==> config.mk <==
export PLATFORM = sky130hd
export DESIGN_NAME = alu_ctl
export DESIGN_NICKNAME = d
export VERILOG_FILES = /design/src/rtl/alu_ctl_pkg.sv /design/src/rtl/alu_ctl_branch_eval.sv /design/src/rtl/alu_ctl.sv
export SDC_FILE = /design/constraint.sdc
export NUM_CORES = 1
export LEC_CHECK = 0
export CAP_MARGIN = 20
export CORE_AREA = 2 2 106 108
export CTS_CLUSTER_DIAMETER = 200
export DETAILED_ROUTE_END_ITERATION = 10
export DIE_AREA = 0 0 108 110
export DONT_BUFFER_PORTS = 1
export PLACE_DENSITY = 0.78
export SLEW_MARGIN = 20
export SYNTH_ARGS = -nofsm -noshare
export SYNTH_HDL_FRONTEND = slang
export SYNTH_SLANG_ARGS = --single-unit
export TNS_END_PERCENT = 1
==> constraint.sdc <==
create_clock -name clk -period 3.9 [get_ports clk]
set_input_delay 1.17 -clock clk [delete_from_list [all_inputs] [get_ports clk]]
set_output_delay 1.17 -clock clk [all_outputs]
set_load 0.01 [all_outputs]
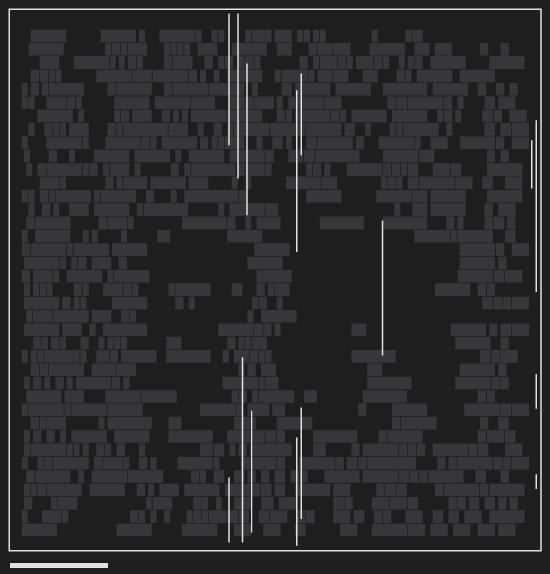
Fig. 1. Metal 4 (run 1).
The bar under the picture is 20 um long.
nets with wire on the layer	15
longest straight run	37.4 um
share of all routed wire	2.4%
final WL: 14200 um
vias: 4686

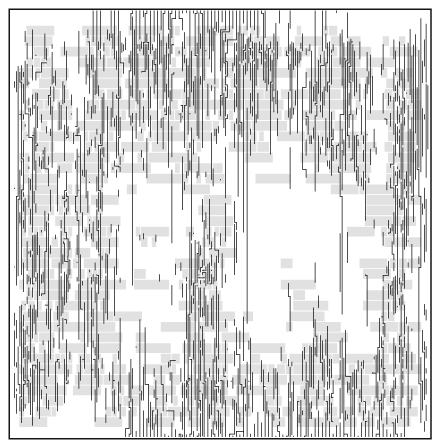
Fig. 2. Met2 routing (run 1).
share of all routed wire	50%
longest straight run	55.4 um
nets with wire on the layer	684
GR Util met2: 39.58%

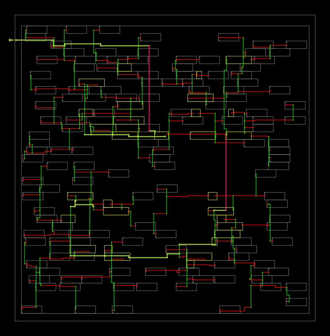
Fig. 3. Clock routing (run 1).
clk latency late pin: 0.50 ns
Power Clock: 1.46 mW

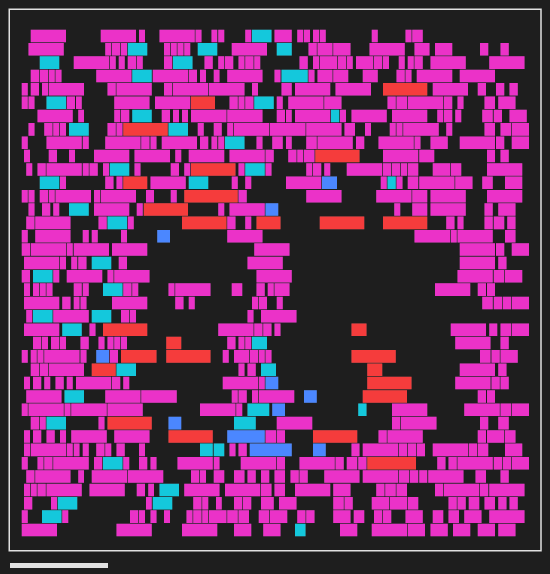
Fig. 4. Cells by drive strength (run 1).
The bar under the picture is 20 um long.
size	color	cells	share
drive 1 or less	magenta	581	88%
drive 6 and up	red	26	3.9%
drive 3 to 4	blue	11	1.7%
drive 2	cyan	44	6.6%
final non-filler cell area: 6312 um^2
Non-CTS buffers: 8

==> job_summary.md, run 1 <==
## Implementation flow summary

| Metric | Value |
|---|---|
| Status | finished, final reports clean |
| Most used logic cell in the final layout | nand2_1 |
| Final net count | 814 |
| Die area | 11880 um^2 |
| Critical Path, Cell by Cell | nor2b_1 -> o221ai_2 -> nand2_1 -> a311o_1 |
| Setup slack at placement | 0.4238 ns |
| Yosys adder share | 0% |
| Layout fillers | 962 |
| Total CTS buffers | 17 |
| Worst-path clk slew | 0.06 ns |
| Die Wd | 108 um |
| CP startpoint kind | primary input |
| Combinational share of cell area | 44.04% |
| Top cell area share | 45.23% |
| Inverter count | 3 |
| Post-route antenna net violation count | 0 |
| HP Class | flop to flop |
| Clk buf depth | 2 |
| Maximum VDD drop | 0.2908 mV |
| Cell row count | 38 |
| Busiest layer in global routing | met2 |
| Gate Area | 2780 um^2 |
| DRT iter0 DRCs | 302 |
| Tapcell Cnt | 140 |
| Flop count | 135 |
| Compound Share, Synth | 14.93% |
| CTS tree | built |
| Top class by area | combinational gates |
| Crit path largest cell delay | 0.49 ns |
| Tcrit/Tclk final | 90.07% |
| Total power | 3.228 mW |
| Most frequent cells in the layout | nand2_1, dfxtp_1, a21oi_1 |
| Global-route wire length before repair | 21230 um |
| Largest net degree at the start of global routing | 127 |
| Net Count, Synth | 874 |
| Flop share of the area | 42.81% |
| Hold slack | 0.4424 ns |
| DR WL met3 | 1425 um |
| Signal buf overhead | 1.467% |
| M1 WL | 5271 um |
| Avg Synthesized Cell Area | 8.405 um^2 |
| Syn. warnings | 0 |
| 1st-pass router iterations | 5 |
| Slew Viols, Final | 0 |
| Worst-path fanout max | 9 |
| Mapped Cells | 711 |
| CTS Hold Bufs | 0 |
| Tmin final | 3.513 ns |
| Clkbuf count | 20 |
| Post-synth seq share | 45.23% |
| List of most frequent post-synthesis cells | nand2_1, dfxtp_1, a21oi_1, clkbuf_1, mux2i_1 |
| Setup-failing EPs final | 0 |
| Reg2Reg Depth | 6 |
| Tool Warnings | 28 |
| Worst EP arrival | 2.34 ns |
| PnR worst setup slack | 0.3872 ns |
| Met2 WL | 7161 um |
| Seq. cell area | 2703 um^2 |
| Peak Freq | 0.2847 GHz |
| Multi-In Gates | 486 |
| Flip-flops with a built-in enable | 0 |
| Synth area leader | dfxtp_1 |
| GR met1 Demand/Resource | 24.04% |
| FP Util | 55.86% |
| CP max-delay cell | a311o_1 |
| Count leader, synth | nand2_1 |
| Gpl congestion | 0.7970 |
| Ant. Diodes | 0 |
| Root Buffer | clkbuf_8 |
| Crit Path Category | primary input to output pin |
| Vias in the first global route | 4489 |
| HPWL Detailed | 9979 um |
| Chip area estimate from yosys synthesis | 5976 um^2 |
| Cell Type Count | 31 |
| Cell Pwr Density | 511.4 nW/um^2 |
-- run 1: per-stage QoR --
step           utilization, %  instance area (um^2)  instances
2_1_floorplan               -                  5976        711
3_3_place_gp            53.60                  5734        771
3_5_place_dp            53.60                  5734        771
4_1_cts                 58.75                  6285        801
5_1_grt                 59.01                  6312        802
6_report                59.01                  6312        802
-- run 1: critical path: cells and delay by family --
family	cells	cell delay, ns
AND/OR/NAND/NOR	2	0.34
AND-OR/OR-AND	2	0.84
-- run 1: power breakdown --
part | switching (mW) | total (mW) | leakage (nW) | internal (mW)
logic | 0.142 | 0.242 | 1.11 | 0.100
registers | 0.0707 | 1.52 | 1.10 | 1.45
clock network | 0.573 | 1.46 | 0.270 | 0.892
total | 0.786 | 3.23 | 2.49 | 2.44
==> run 2, diff against run 1 <==
--- a/config.mk
+++ b/config.mk
@@ -5,6 +5,7 @@
 export SDC_FILE = /design/constraint.sdc
 export NUM_CORES = 1
 export LEC_CHECK = 0
+export ABC_CLOCK_PERIOD_IN_PS = 3900
 export CAP_MARGIN = 20
 export CORE_AREA = 2 2 106 108
 export CTS_CLUSTER_DIAMETER = 200
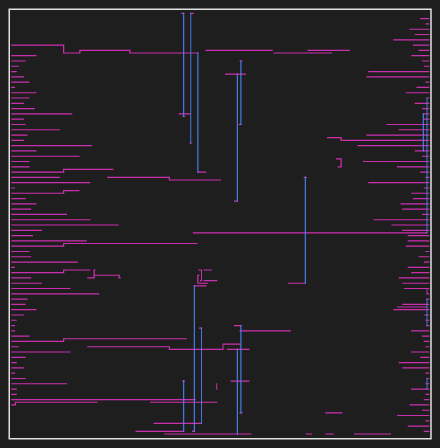
Fig. 5. Wiring by layer (run 2).
Only two layers are drawn.
layer	color	wire length
met4	blue	339 um
met3	magenta	1430 um
total track usage: 22.95%
routed length per instance: 17.70 um

==> run 2 against run 1 <==
  * Total power did not move
  * Sequential share of layout area did not move
  * Fmax did not move
  * Hold slack did not move
  * Utilization did not move
  * Largest power group unchanged
  * Die area did not move
==> job_summary.md, run 2 <==
## Implementation flow summary

| Metric | Value |
|---|---|
| Total CTS buffers | 17 |
| CTS Hold Bufs | 0 |
| Met3 Use GR | 10.58% |
| Share of layout cells above drive strength 1 | 12.24% |
| Worst-path clk slew | 0.06 ns |
| Unrepaired setup endpoints after global routing | false |
| Flip-flops with a built-in enable | 0 |
| Final Skew | 0.008712 ns |
| Post-Layout Cell Count | 802 |
| Most used logic cell in the final layout | nand2_1 |
| Die Wd | 108 um |
| Mapped Cells | 711 |
| Largest net degree at the start of global routing | 127 |
| Gpl congestion | 0.7970 |
| Most frequent cells in the layout | nand2_1, dfxtp_1, a21oi_1 |
| Synthesized area | 5976 um^2 |
| Tmin final | 3.513 ns |
| Flop pwr share | 47.1% |
| DRT iter0 DRCs | 302 |
| Placed cell count | 771 |
| Setup tns final | 0 ns |
| Worst-path fanout max | 9 |
| Met2 WL | 7161 um |
| Cell Type Count | 31 |
| Final Hold Fails | 0 |
| Clk latency late pin | 0.50 ns |
| HPWL Detailed | 9979 um |
| Post-synth seq share | 45.23% |
| Power Combinational | 0.242 mW |
| Total power | 3.228 mW |
| Slew Viols, Final | 0 |
| H-tree levels | 4 |
| Setup-failing EPs final | 0 |
| Sequential Power | 1.52 mW |
| Worst EP arrival | 2.34 ns |
| Cell Pwr Density | 511.4 nW/um^2 |
| Tool Warnings | 28 |
| Post-Route Utilization | 59.01% |
| Clock share of power | 45.4% |
| Max_slew headroom | 58.66% |
| Vias | 4686 |
| Net Count, Synth | 874 |
| Avg Vias per Cell | 5.843 |
| Max_cap viols | 0 |
| GR Util met2 | 39.58% |
| Busiest layer in global routing | met2 |
| Clk buf depth | 2 |
| Count leader, synth | nand2_1 |
| Post-route antenna net violation count | 0 |
| Maximum VDD drop | 0.2908 mV |
| GR met1 Demand/Resource | 24.04% |
| Int Pwr | 2.442 mW |
| Post-cts sizing count | 0 |
| Main flop type | dfxtp_1 |
| Reg2Reg Depth | 6 |
| Vias in the first global route | 4489 |
| Power Clock | 1.46 mW |
| Peak Freq | 0.2847 GHz |
| Global-route wire length before repair | 21230 um |
| Leakage | 2.485 nW |
| Highest routed metal layer | met4 |
| HP Class | flop to flop |
| Initial antenna violation count | 0 |
| Setup slack at placement | 0.4238 ns |
| CP Data Required Time | 2.73 ns |
| Remaining Overflow, GRT | 0 |
| Top cells, area | dfxtp_1, nand2_1, a21oi_1, mux2_2, mux2i_1 |
| Avg Synthesized Cell Area | 8.405 um^2 |
| Post-CTS setup buffer count | 0 |
| Syn. warnings | 0 |
| CTS sink count | 135 |
| Crit Path Category | primary input to output pin |
| Top cell area share | 45.23% |
| CTS tree | built |
| Status | finished, final reports clean |
| Synth flops | 135 |
| Final net count | 814 |
| Worst slew pin tran | 0.6179 ns |
| IO Count | 276 |
| FP Util | 55.86% |
| Post-synth ARST share | 0% |
| M1 WL | 5271 um |
| Chip area estimate from yosys synthesis | 5976 um^2 |
| Sw Share | 24.35% |
| Combinational power share | 7.5% |
| Tcrit/Tclk final | 90.07% |
| 1st-pass router iterations | 5 |
| Ant. Diodes | 0 |
| Die area | 11880 um^2 |
| Final WL | 14200 um |
| Placed Area | 5734 um^2 |
| # Cells Yosys | 711 |
| Crit end category | output pin |
| List of most frequent post-synthesis cells | nand2_1, dfxtp_1, a21oi_1, clkbuf_1, mux2i_1 |
| Cell row count | 38 |
| Hold slack | 0.4424 ns |
| DR WL met3 | 1425 um |
| Synth area leader | dfxtp_1 |
| CP startpoint kind | primary input |
| Switching power | 0.7861 mW |
| Top power group | registers |
| Root Buffer | clkbuf_8 |
| Reg-to-reg setup timing slack | 1.49 ns |
| PortBufs | 0 |
| Core Area | 10700 um^2 |
| Final non-filler cell area | 6312 um^2 |
| Layout fillers | 962 |
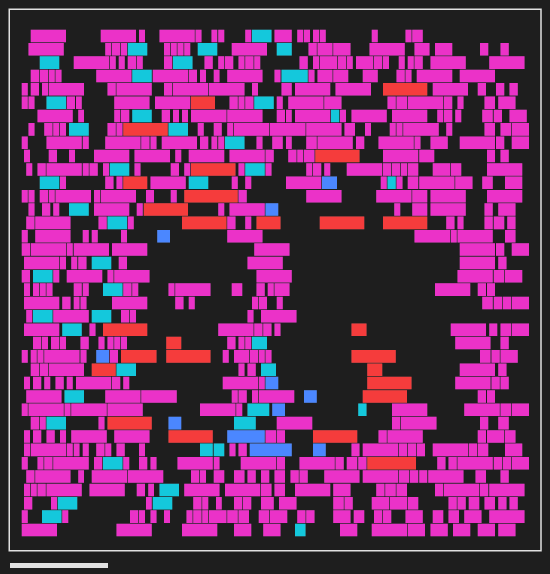
Fig. 6. Cells by drive strength (run 2).
The bar under the picture is 20 um long.
size	color	cells	share
drive 1 or less	magenta	581	88%
drive 2	cyan	44	6.6%
drive 3 to 4	blue	11	1.7%
drive 6 and up	red	26	3.9%
PnR worst setup slack: 0.3872 ns
area delta synth->final: 5.632%

run 2: critical path: stages:
cell and delay [ns]:
nor2b_1 0.03, o221ai_2 0.35, nand2_1 0.31, a311o_1 0.49
run 2: final cells by class:
type / instances / area [um^2] / share of cell area (%)
Sequential cell: 135 / 2703 / 42.81
Clock buffer: 20 / 455.4 / 7.215
Multi-Input combinational cell: 486 / 2780 / 44.04
Tap cell: 140 / 175.2 / 2.775
Clock inverter: 10 / 95.09 / 1.506
Inverter: 3 / 11.26 / 0.1784
Timing Repair Buffer: 8 / 92.59 / 1.467
run 2: cell families after synthesis:
kind of cell,count (synthesis),synth area share (%)
AOI/OAI and AO/OA,166,14.93
buffers and inverters,90,8.501
and+or+nand+nor,255,19.79
muxes,65,11.56
DFF,135,45.23
No activity file was given, so power comes from the tool's default toggle rates.
